--- src/rtl/shift_sequencer.sv ---
// Multi-cycle controller that drives a 1-bit combinational shifter, feeding its output
// back each clock until the requested shift amount has been applied.
module shift_sequencer #(
    parameter int WIDTH = 32,
    parameter int CNT_W = 5
) (
    input  logic             clk,
    input  logic             rst,
    input  logic             start,
    input  logic [WIDTH-1:0] din,
    input  logic             dir,
    input  logic [CNT_W-1:0] amount,
    output logic             ready,
    output logic             busy,
    output logic             done,
    output logic [WIDTH-1:0] result,
    output logic [WIDTH-1:0] sh_B,
    output logic [1:0]       sh_Hselect,
    input  logic [WIDTH-1:0] sh_H
);

    typedef enum logic [1:0] {
        IDLE  = 2'd0,
        SHIFT = 2'd1,
        DONE  = 2'd2
    } state_t;

    state_t           state;
    logic [WIDTH-1:0] acc;
    logic [CNT_W-1:0] cnt;
    logic             dir_q;

    localparam logic [1:0] HSEL_PASS  = 2'b00;
    localparam logic [1:0] HSEL_RIGHT = 2'b01;
    localparam logic [1:0] HSEL_LEFT  = 2'b10;

    assign sh_B = acc;

    always_ff @(posedge clk) begin
        if (rst) begin
            state      <= IDLE;
            acc        <= '0;
            cnt        <= '0;
            dir_q      <= 1'b0;
            result     <= '0;
            ready      <= 1'b1;
            busy       <= 1'b0;
            done       <= 1'b0;
            sh_Hselect <= HSEL_PASS;
        end else begin
            case (state)
                IDLE: begin
                    if (start) begin
                        acc   <= din;
                        cnt   <= amount;
                        dir_q <= dir;
                        ready <= 1'b0;
                        if (amount == '0) begin
                            result <= din;
                            done   <= 1'b1;
                            state  <= DONE;
                        end else begin
                            busy       <= 1'b1;
                            sh_Hselect <= dir ? HSEL_LEFT : HSEL_RIGHT;
                            state      <= SHIFT;
                        end
                    end
                end
                SHIFT: begin
                    acc <= sh_H;
                    cnt <= cnt - 1'b1;
                    // cnt==1 means this edge applies the final step
                    if (cnt == CNT_W'(1)) begin
                        result     <= sh_H;
                        busy       <= 1'b0;
                        done       <= 1'b1;
                        sh_Hselect <= HSEL_PASS;
                        state      <= DONE;
                    end
                end
                DONE: begin
                    done  <= 1'b0;
                    ready <= 1'b1;
                    state <= IDLE;
                end
                default: begin
                    state      <= IDLE;
                    ready      <= 1'b1;
                    busy       <= 1'b0;
                    done       <= 1'b0;
                    sh_Hselect <= HSEL_PASS;
                end
            endcase
        end
    end

endmodule

--- config.mk ---
export PLATFORM = sky130hd
export DESIGN_NAME = shift_sequencer
export DESIGN_NICKNAME = d
export VERILOG_FILES = /design/src/rtl/shift_sequencer.sv
export SDC_FILE = /design/constraint.sdc
export NUM_CORES = 1
export LEC_CHECK = 0
export CAP_MARGIN = 10
export CORE_MARGIN = 2
export CORE_UTILIZATION = 38
export CTS_CLUSTER_DIAMETER = 80
export DETAILED_ROUTE_END_ITERATION = 10
export PLACE_DENSITY = 0.76
export SYNTH_ARGS = -nofsm -noshare
export SYNTH_HDL_FRONTEND = slang
export SYNTH_SLANG_ARGS = --single-unit
--- constraint.sdc ---
create_clock -name clk -period 1.7 [get_ports clk]
set_input_delay 0.425 -clock clk [delete_from_list [all_inputs] [get_ports clk]]
set_output_delay 0.425 -clock clk [all_outputs]
set_load 0.02 [all_outputs]
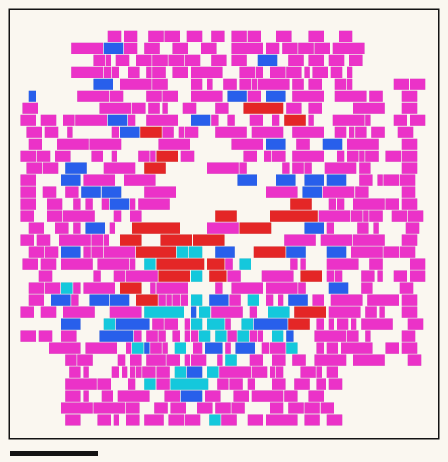
drive_strength.png
The bar under the picture is 20 um long.
| colour | size | cells | share | most used |
|---|---|---|---|---|
| magenta | drive 1 or less | 390 | 80% | dfxtp_1 |
| blue | drive 2 | 44 | 9.1% | a211oi_2 |
| cyan | drive 3 to 4 | 28 | 5.8% | buf_4 |
| red | drive 6 and up | 24 | 4.9% | clkbuf_8 |
area overhead of the layout relative to synthesis: 59.4%
finished layout cell area: 5250 um^2
number of non-clock buffers: 174
Worst Setup Slack, final: 0.0346 ns

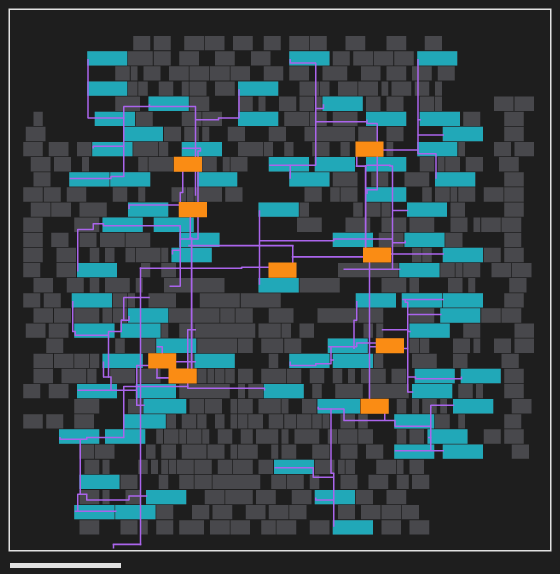
clock_map.png
The bar under the picture is 20 um long.
[purple] clock wires | length: 910 um
[cyan] flip-flops | count: 76
[orange] cells driving clock nets | count: 9
flops lie: all over the die
largest clock skew in the final design: 0.00499 ns
share of total power in the clock network: 0.341

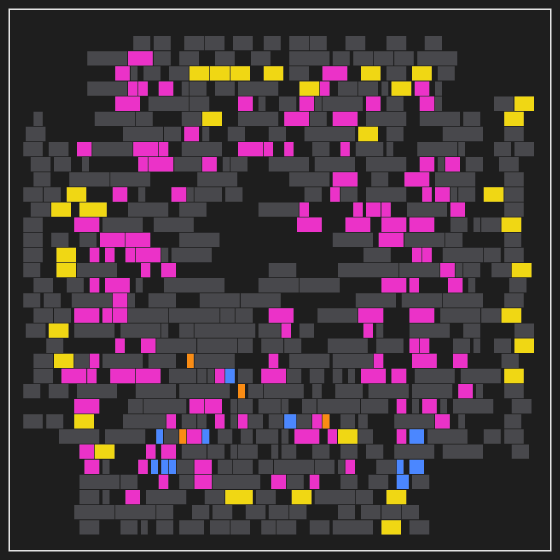
gate_families.png
| colour | family | cells |
|---|---|---|
| magenta | inverting AOI/OAI gates | 115 |
| yellow | multiplexers | 32 |
| blue | NAND gates | 11 |
| orange | inverters | 4 |
non-filler cells in the finished layout: 591
most used logic cell in the final layout: sky130_fd_sc_hd__dfxtp_1

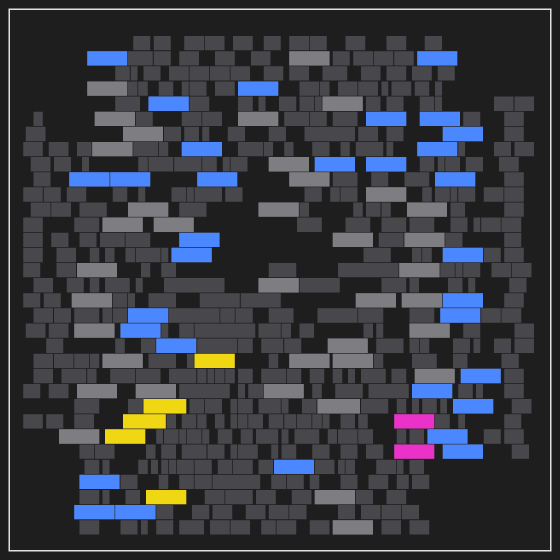
registers.png
Other sequential cells in the stronger grey, the rest of the logic in the fainter grey.
| colour | netlist name | sequential cells |
|---|---|---|
| magenta | sh_Hselect | 2 |
| yellow | cnt | 5 |
| blue | sh_B | 32 |
not coloured: 37
Register Area: 1530 um^2
Seq. pwr: 2.03 mW
share of the core filled with cells in the final layout: 0.632

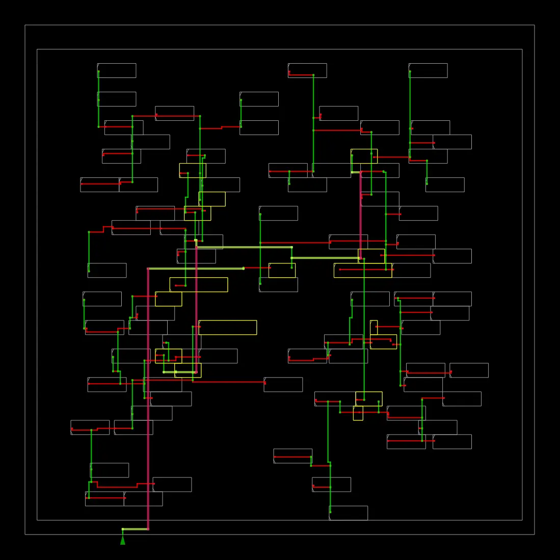
final_clocks.png
registers: 76
clock sinks: 76
clock network power: 1.69 mW
Layout clock buffers: 12
total CTS buffers: 9

==> summary.txt <==
Implementation run completed; key figures follow.

Final layout:
- The run gives the count of inserted antenna diode cells as 0.
- After the last flow step, the layout net total stands at ~560.

Yosys:
- Before any placement, the netlist area is recorded as 3290 um^2.
- Sorting the synthesized cells by how often they occur yields 76 x sky130_fd_sc_hd__dfxtp_1, 41 x sky130_fd_sc_hd__a21oi_1, 41 x sky130_fd_sc_hd__nor2_1.
- The run puts the instance count of the mapped netlist at roughly 330.
- The run puts the number of distinct library cells after synthesis at 29.
- The run gives the top cell type by instance count after synthesis as sky130_fd_sc_hd__dfxtp_1.
- The run puts the post-synth area from yosys stat at roughly 3300 um^2.
- The run gives the prevailing post-synth register cell as sky130_fd_sc_hd__dfxtp_1.
- The run puts the Yosys warning count at 0.
- The run gives the share of the synthesized area in the top cell type as 0.462.
- The run gives the largest non-sequential cell family by area as AND-OR/OR-AND gates.
- The run gives the fraction of synthesized area in multiplexers as 0.0973.
- The run puts the part of the Yosys area used for sequential elements at 0.462.

Critical path:
- The run gives the delay of the slowest cell on the worst path as 0.35 ns.
- STA classifies the critical path startpoint as a register.
- The run gives the beginning of the critical path as cnt[1]$_SDFFE_PP0P_.
- The run gives the peak fanout along the critical path as 3.
- The worst setup path is captured at a register.
- The run gives the required time of the critical path as approximately 2.0 ns.
- The run gives the capture point of the worst path as sh_Hselect[0]$_SDFFE_PP0P_.
- The run gives the number of stages on the worst setup path as 8.
- The cell family contributing the most delay on the critical path is AND-OR/OR-AND gates.
- Per the timing report, the most critical flop-to-flop path originates at cnt[1]$_SDFFE_PP0P_.
- The timing report shows the most common cell along the critical path to be sky130_fd_sc_hd__buf_4.
- The run gives the category of the most critical setup path as reg2reg.
- Walking the worst path, the cells encountered are inv_2 > ha_4 > nor4b_4 > buf_4 > buf_4 > o21ai_0 > nand3b_1 > a21oi_1.

Global routing:
- The run gives the most used routing layer as met2.
- The first global-routing pass estimated 15.2 mm of wire.
- The run puts the number of antenna violations at the first check in global routing at 0.
- The run gives the via count of the first global-routing pass as a little over 3000.
- The run puts the met2 usage at 0.343.
- On met3, the global router reports a usage of 0.0324.
- Across every metal layer, demand over resource in global routing totals 0.197.
- Recorded from the global router log, the overflow total was 0.

Final timing:
- The run puts the number of failing setup endpoints in the final timing report at 0.
- The run gives the normalized max-slew margin as 0.727.
- The clock period could shrink to approximately 1.7 ns.
- The run puts the transition time at the pin with the least slew margin at about 0.4 ns.
- Derived from the worst setup path, the maximum achievable clock frequency is between 600 and 700 MHz.

Floorplan:
- The run gives the height of the die as around 97 um.
- The run gives the floorplan core density as 0.397.
- The run puts the total die size at 9430 um^2.

Routing:
- The run puts the post-detailed-route DRC marker count at 0.
- The run gives the per-cell routed wire length as around 16 um.
- For this block, wires on met1 add up to 4.18 mm.
- The run puts the initial DRC count at 75.
- The run gives the top layer used by detailed routing as met4.
- The routed layout has 3076 vias.
- In the post-route report, total wirelength is listed as ~9.5 mm.
- Per the post-route antenna check, the number of violating nets is 0.

Worst hold path:
- The run gives the start point of the worst min-delay path as cnt[1]$_SDFFE_PP0P_.
- Note that the worst hold path type here is reg2reg.
- The path with the worst hold slack has its endpoint at cnt[1]$_SDFFE_PP0P_.
- The worst hold path passes through 2 cells.

Placement:
- Once detailed placement completed, the half-perimeter wirelength came to 7.09 mm.
- The run puts the worst setup slack after placement at -0.350 ns.
- The run puts the final RePlAce weighted congestion at roughly 0.80.
- The run gives the area after detailed placement as about 5000 um^2.

Power and ir drop:
- The run puts the cell-internal power at between 3 and 4 mW.
- The run gives the power density over cell area as around 950 nW/um^2.
- The run gives the power of the combinational group as about 1.3 mW.
- The switching portion of total power comes to 0.279.

CTS:
- TritonCTS built the clock tree.
- The run gives the clock-pin slew on the worst setup and hold paths as around 0.080 ns.
- CTS placed an instance of sky130_fd_sc_hd__clkbuf_8 at the clock tree root.

Status:
- The flow ran to the end, and the final reports show no timing, DRC or antenna violations.
[timing repair]
item	in CTS	in global routing
setup endpoints to repair	89	38
gates resized	71	15
pin swaps	0	9
cloned	0	2
setup buffers	0	2
[metrics by stage]
stage	util	power, mW	hold slack (ns)
after floorplan	-	2.75	0.445
after global placement	0.597	3.35	0.464
after detailed placement	0.597	3.38	0.472
after CTS	0.617	4.97	0.474
after global routing	0.632	5.19	0.500
final	0.632	4.97	0.480
[area by class of cell]
type / instances / area (um^2)
clock buffers: 12 / 155
clock inverters: 4 / 95.1
fillers: 727 / 3050
inverters: 4 / 15.0
multi-input cells: 216 / 1640
flip-flops and latches: 76 / 1530
well taps: 105 / 131
repair buffers: 174 / 1690
No activity file was given, so power comes from the tool's default toggle rates.
